==> src/rtl/adder_seq_pkg.sv <==
// Shared types and defaults for the adder operand sequencer.
package adder_seq_pkg;
  localparam int DEFAULT_WIDTH  = 4;
  localparam int DEFAULT_SETTLE = 2;
  localparam int COUNT_W        = 8;
  localparam int SETTLE_W       = 4;

  typedef enum logic [1:0] {IDLE, SETTLE, HOLD} seq_state_t;
endpackage

==> src/rtl/adder_operand_sequencer_settle_counter.sv <==
// Down counter measuring the adder settle window; zero flags window expiry.
module settle_counter
  import adder_seq_pkg::*;
(
  input  logic                clk,
  input  logic                reset,
  input  logic                load,
  input  logic [SETTLE_W-1:0] load_val,
  input  logic                dec,
  output logic                zero
);
  logic [SETTLE_W-1:0] cnt_q;

  always_ff @(posedge clk or posedge reset) begin
    if (reset)                     cnt_q <= '0;
    else if (load)                 cnt_q <= load_val;
    else if (dec && cnt_q != '0)   cnt_q <= cnt_q - 1'b1;
  end

  assign zero = (cnt_q == '0);
endmodule

==> src/rtl/adder_operand_sequencer.sv <==
// Drives registered operands onto an external transport-delay adder, waits for
// it to settle, captures {co, sum} and hands it off on a valid/ready handshake.
module adder_operand_sequencer
  import adder_seq_pkg::*;
#(
  parameter int WIDTH         = DEFAULT_WIDTH,
  parameter int SETTLE_CYCLES = DEFAULT_SETTLE
) (
  input  logic               clk,
  input  logic               reset,
  input  logic               in_valid,
  output logic               in_ready,
  input  logic [WIDTH-1:0]   in_a,
  input  logic [WIDTH-1:0]   in_b,
  input  logic               in_ci,
  output logic [WIDTH-1:0]   add_a,
  output logic [WIDTH-1:0]   add_b,
  output logic               add_ci,
  input  logic [WIDTH-1:0]   add_sum,
  input  logic               add_co,
  output logic               out_valid,
  input  logic               out_ready,
  output logic [WIDTH-1:0]   out_sum,
  output logic               out_co,
  output logic [COUNT_W-1:0] carry_count
);
  // Counter holds remaining edges after the accept edge itself.
  localparam logic [SETTLE_W-1:0] SETTLE_LOAD = SETTLE_W'(SETTLE_CYCLES - 1);

  seq_state_t state_q, state_d;
  logic accept, capture, release_res, dec, zero;

  settle_counter u_settle (
    .clk      (clk),
    .reset    (reset),
    .load     (accept),
    .load_val (SETTLE_LOAD),
    .dec      (dec),
    .zero     (zero)
  );

  always_ff @(posedge clk or posedge reset) begin
    if (reset) state_q <= IDLE;
    else        state_q <= state_d;
  end

  always_comb begin
    state_d     = state_q;
    accept      = 1'b0;
    capture     = 1'b0;
    release_res = 1'b0;
    dec         = 1'b0;
    case (state_q)
      IDLE: if (in_valid) begin
        accept  = 1'b1;
        state_d = SETTLE;
      end
      SETTLE: if (zero) begin
        capture = 1'b1;
        state_d = HOLD;
      end else begin
        dec = 1'b1;
      end
      HOLD: if (out_ready) begin
        release_res = 1'b1;
        state_d     = IDLE;
      end
      default: state_d = IDLE;
    endcase
  end

  assign in_ready = (state_q == IDLE);

  always_ff @(posedge clk or posedge reset) begin
    if (reset) begin
      add_a  <= '0;
      add_b  <= '0;
      add_ci <= 1'b0;
    end else if (accept) begin
      add_a  <= in_a;
      add_b  <= in_b;
      add_ci <= in_ci;
    end
  end

  always_ff @(posedge clk or posedge reset) begin
    if (reset) begin
      out_valid   <= 1'b0;
      out_sum     <= '0;
      out_co      <= 1'b0;
      carry_count <= '0;
    end else begin
      if (capture) begin
        out_valid <= 1'b1;
        out_sum   <= add_sum;
        out_co    <= add_co;
        if (add_co && carry_count != '1) carry_count <= carry_count + 1'b1;
      end else if (release_res) begin
        out_valid <= 1'b0;
      end
    end
  end
endmodule

==> config.mk <==
export PLATFORM = sky130hd
export DESIGN_NAME = adder_operand_sequencer
export DESIGN_NICKNAME = d
export VERILOG_FILES = /design/src/rtl/adder_seq_pkg.sv /design/src/rtl/adder_operand_sequencer_settle_counter.sv /design/src/rtl/adder_operand_sequencer.sv
export SDC_FILE = /design/constraint.sdc
export NUM_CORES = 1
export LEC_CHECK = 0
export ABC_AREA = 1
export CAP_MARGIN = 20
export CELL_PAD_IN_SITES_DETAIL_PLACEMENT = 2
export CELL_PAD_IN_SITES_GLOBAL_PLACEMENT = 2
export CORE_UTILIZATION = 25
export CTS_CLUSTER_DIAMETER = 60
export DETAILED_ROUTE_END_ITERATION = 8
export GPL_TIMING_DRIVEN = 0
export PLACE_DENSITY_LB_ADDON = 0.1
export SYNTH_ARGS = -nofsm -noshare
export SYNTH_HDL_FRONTEND = slang
export SYNTH_SLANG_ARGS = --single-unit
==> constraint.sdc <==
create_clock -name clk -period 2.3 [get_ports clk]
set_clock_uncertainty 0.15 [all_clocks]
set_input_delay 0.23 -clock clk [delete_from_list [all_inputs] [get_ports clk]]
set_output_delay 0.23 -clock clk [all_outputs]
set_load 0.005 [all_outputs]
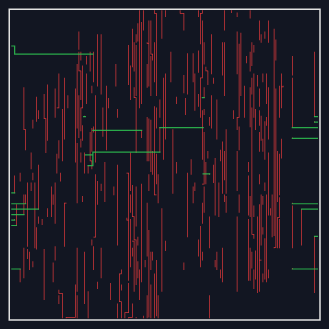
**Above:** metal layers overlaid.
Drawn at 4 px/µm. Only two layers are drawn.
legend:
  met3:
    color: green
    wire_length: 119 µm
  met2:
    color: red
    wire_length: 2290 µm

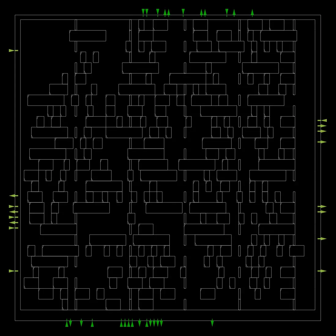
**Above:** placed standard cells.
Rows: 27
Core Region: 5470 µm²
Tap Cells: 72
Layout Utilization: 37.0%
Seq/total area: 35.8%

==> results.cfg <==
; generated from flow reports
[pwr]
netSwitchingPower_uw = 890
power_frac_clock_pct = 17.5
power_leakage_uw = 0.00100
p_int_uw = 1480
p_seq_share_pct = 36.5
switching_share_pct = 37.5
ir_worst_vdd_uv = 575
power_density_nw_per_um2 = 1170

[logic_synthesis]
fp_nets = 190
synth-seq-area-share_pct = 51.1
ys_ff = 29
edf_count = 0
ys_warn_count = 0
yosys_cells = 169
top_cell_area_share_pct = 51.1
netlist_instances = 169
syn_area_um2 = 1420
top_cells_by_count = nand2_1, dfrtp_1, nand3_1
async_flop_share_pct = 100
yosysUniqueCellTypes = 21
yosys_most_used_dff = dfrtp_1
yosysTopAreaCell = dfrtp_1

[final_timing]
hold_violations = 0
worst_hold_slack_ns = 0.109
period_needed_ns = 2.04
setup_tns_ns = 0
max_freq_mhz = 491
worst_pin_slew_ns = 0.429
rsz0062_at_grt = false
setup_viol = 0
slew_viol_final = 0
final.period_utilization_pct = 88.6

[critical_path]
worstPathMaxFanout = 10
cp.required_ns = 1.92
setup.worst_path.end_class = output pin
crit_path_start_kind = flip-flop
arrival_ns = 1.66

[floorplanning]
fp_util_pct = 25.9
ioPinCount = 42
chipArea_um2 = 5980

[clock_network]
cts_inserted_buffers = 5
cts-root-buf = clkbuf_8
cts_tree = done
cts.sinks = 29
clockBufferDepth = 2
insertion_delay_ns = 0.27
cts.clk_slew.worst_paths_ns = 0.06

[placement]
place_congestion = 0.764
hpwl_um = 3160

[global_routing]
grt_use_total_pct = 15.0
antenna_found_initial = 0
grt_remaining_overflow = 0
grt_pass1_wl_um = 7070
grt_start_max_net_pins = 23
grt_pass1_vias = 1481

[cells_and_area]
drive_gt1_share_pct = 9.68
nets = 238
synthToLayoutAreaGrowth_pct = 42.7
n_fill_cell = 642

[min_path]
min_path_type = input pin to async pin

[routing]
vias = 1306
drt_iter0_markers = 27
finalWirelength_um = 4070
route.detailed.drc = 0
drt_pass1_iterations = 4
antenna_left = 0
vias_per_cell = 4.52

[job]
log.warning_count = 27

[run_status]
status = complete, no violations
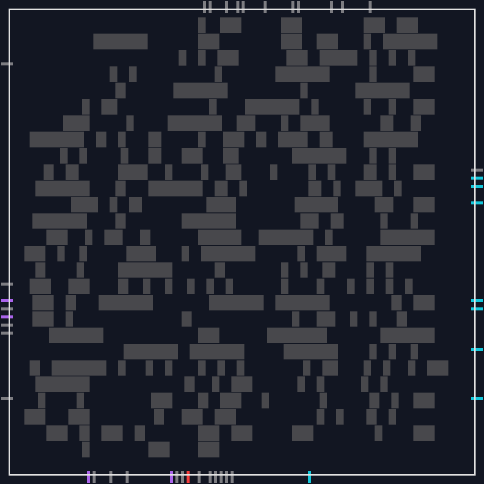
**Above:** pin map.
Drawn at 6 px/µm. Pins as bars across the die edge, other pins in gray.
legend:
  in_ci:
    color: red
    pins: 1
    direction: input
    edge: south
  carry_count:
    color: cyan
    pins: 8
    direction: output
    edge: 7 east, 1 south
  in_a:
    color: purple
    pins: 4
    direction: input
    edge: 2 west, 2 south
PortBufs: 40
Die H: 77.3 µm
overall die width: 77.3 µm

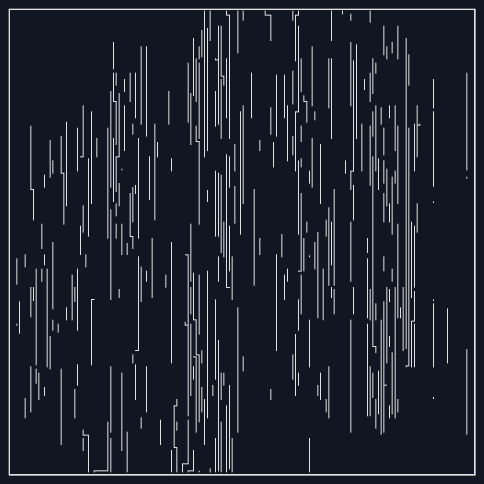
**Above:** M2 wires.
Drawn at 6 px/µm.
share of all routed wire: 56%
nets with wire on the layer: 211
main direction: vertical

-- repair_timing --
action,in CTS,in global routing
resized,0,2
hold endpoints to repair,0,0
endpoints found under the setup margin,0,1
buffers inserted,0,0
-- placed cells by master, fill, tap and decap left out --
| cell | n |
|---|---|
| o22ai_1 | 1 |
| nor3b_1 | 1 |
| ha_1 | 3 |
| o21ai_1 | 1 |
| nand3_1 | 16 |
| nand2_1 | 74 |
| nor2_2 | 2 |
| buf_16 | 1 |
| clkdlybuf4s50_1 | 40 |
| clkbuf_1 | 1 |
| o21ai_0 | 3 |
| o31ai_1 | 1 |
| inv_6 | 1 |
| nand3_4 | 1 |
| dfrtp_1 | 29 |
| nand2_2 | 5 |
| buf_2 | 2 |
| nand3b_1 | 2 |
| nor2_1 | 5 |
| nor2_8 | 2 |
| xor2_1 | 4 |
| clkbuf_8 | 6 |
| inv_1 | 12 |
| clkbuf_2 | 1 |
| nand4_1 | 3 |
-- sequential cells by signal, summed over array words and instances, names as in the netlist --
register,flops
add_a,4
u_settle.cnt_q,4
out_sum,4
out_co,1
state_q,2
out_valid,1
carry_count,8
add_ci,1
add_b,4
-- cell type report --
type                       count  area (µm²)  area share, %
tap                           72        90.1           4.45
clock buffer                   7        86.3           4.26
multi-input combinational    124         626           30.9
buffer                         3        15.0          0.742
timing repair buffer          41         428           21.1
inverter                      13        53.8           2.66
sequential                    29         726           35.8
-- per-layer routing --
| metal | up-vias | share of wire, % | global-route usage [%] | wire length, µm |
|---|---|---|---|---|
| met1 | 652 | 40 | 16.2 | 1610 |
| met5 | - | 0 | 0 | 0 |
| met3 | 7 | 2.9 | 3.29 | 119 |
| met2 | 22 | 56 | 28.8 | 2290 |
| li1 | 625 | - | - | - |
| met4 | 0 | 1.2 | 4.53 | 47 |
-- path summary, 6_finish.rpt --
check / startpoint / to / slack (ns) / cells after the start
max reg2reg: u_settle.cnt_q[0] / carry_count[3] / 0.66 / 7
min in group clk: in_valid / add_b[0] / 0.16 / 3
max in group asynchronous: reset / add_b[2] / 1.44 / 3
max: state_q[0] / in_ready / 0.26 / 3
min reg2reg: add_b[0] / add_b[0] / 0.32 / 2
min: reset / carry_count[7] / 0.11 / 2
-- per-stage QoR --
stage	worst slack, ns	std cells	utilization [%]	power, µW	area, µm²
3_3_place_gp	0.400	281	34.9	1900	1910
6_report	0.262	289	37.0	2370	2020
5_1_grt	0.158	289	37.0	2570	2020
2_1_floorplan	0.881	169	-	1420	1420
3_5_place_dp	0.363	282	35.4	1980	1940
4_1_cts	0.0412	289	37.0	2430	2020
-- cell families after synthesis --
family,after synthesis,share of synthesized area (%)
AND/OR/NAND/NOR,111,36.6
flip-flops,29,51.1
buffers and inverters,16,4.76
AND-OR/OR-AND,6,2.38
XOR/XNOR,4,2.47
adder cells (fa/ha/maj),3,2.65
-- critical path, stage by stage (launching register included) --
cell and delay, ns:
dfrtp_1 0.42, nor2_1 0.16, clkbuf_2 0.26, clkdlybuf4s50_1 0.55
-- power by group through the flow --
stage,registers [µW],logic (µW),clock network (µW)
after floorplan,860,563,0
final,866,1090,416
after detailed placement,878,1110,0
after CTS,873,1120,437
after global routing,895,1220,456
after global placement,860,1040,0
Power and IR drop assume default switching activity.
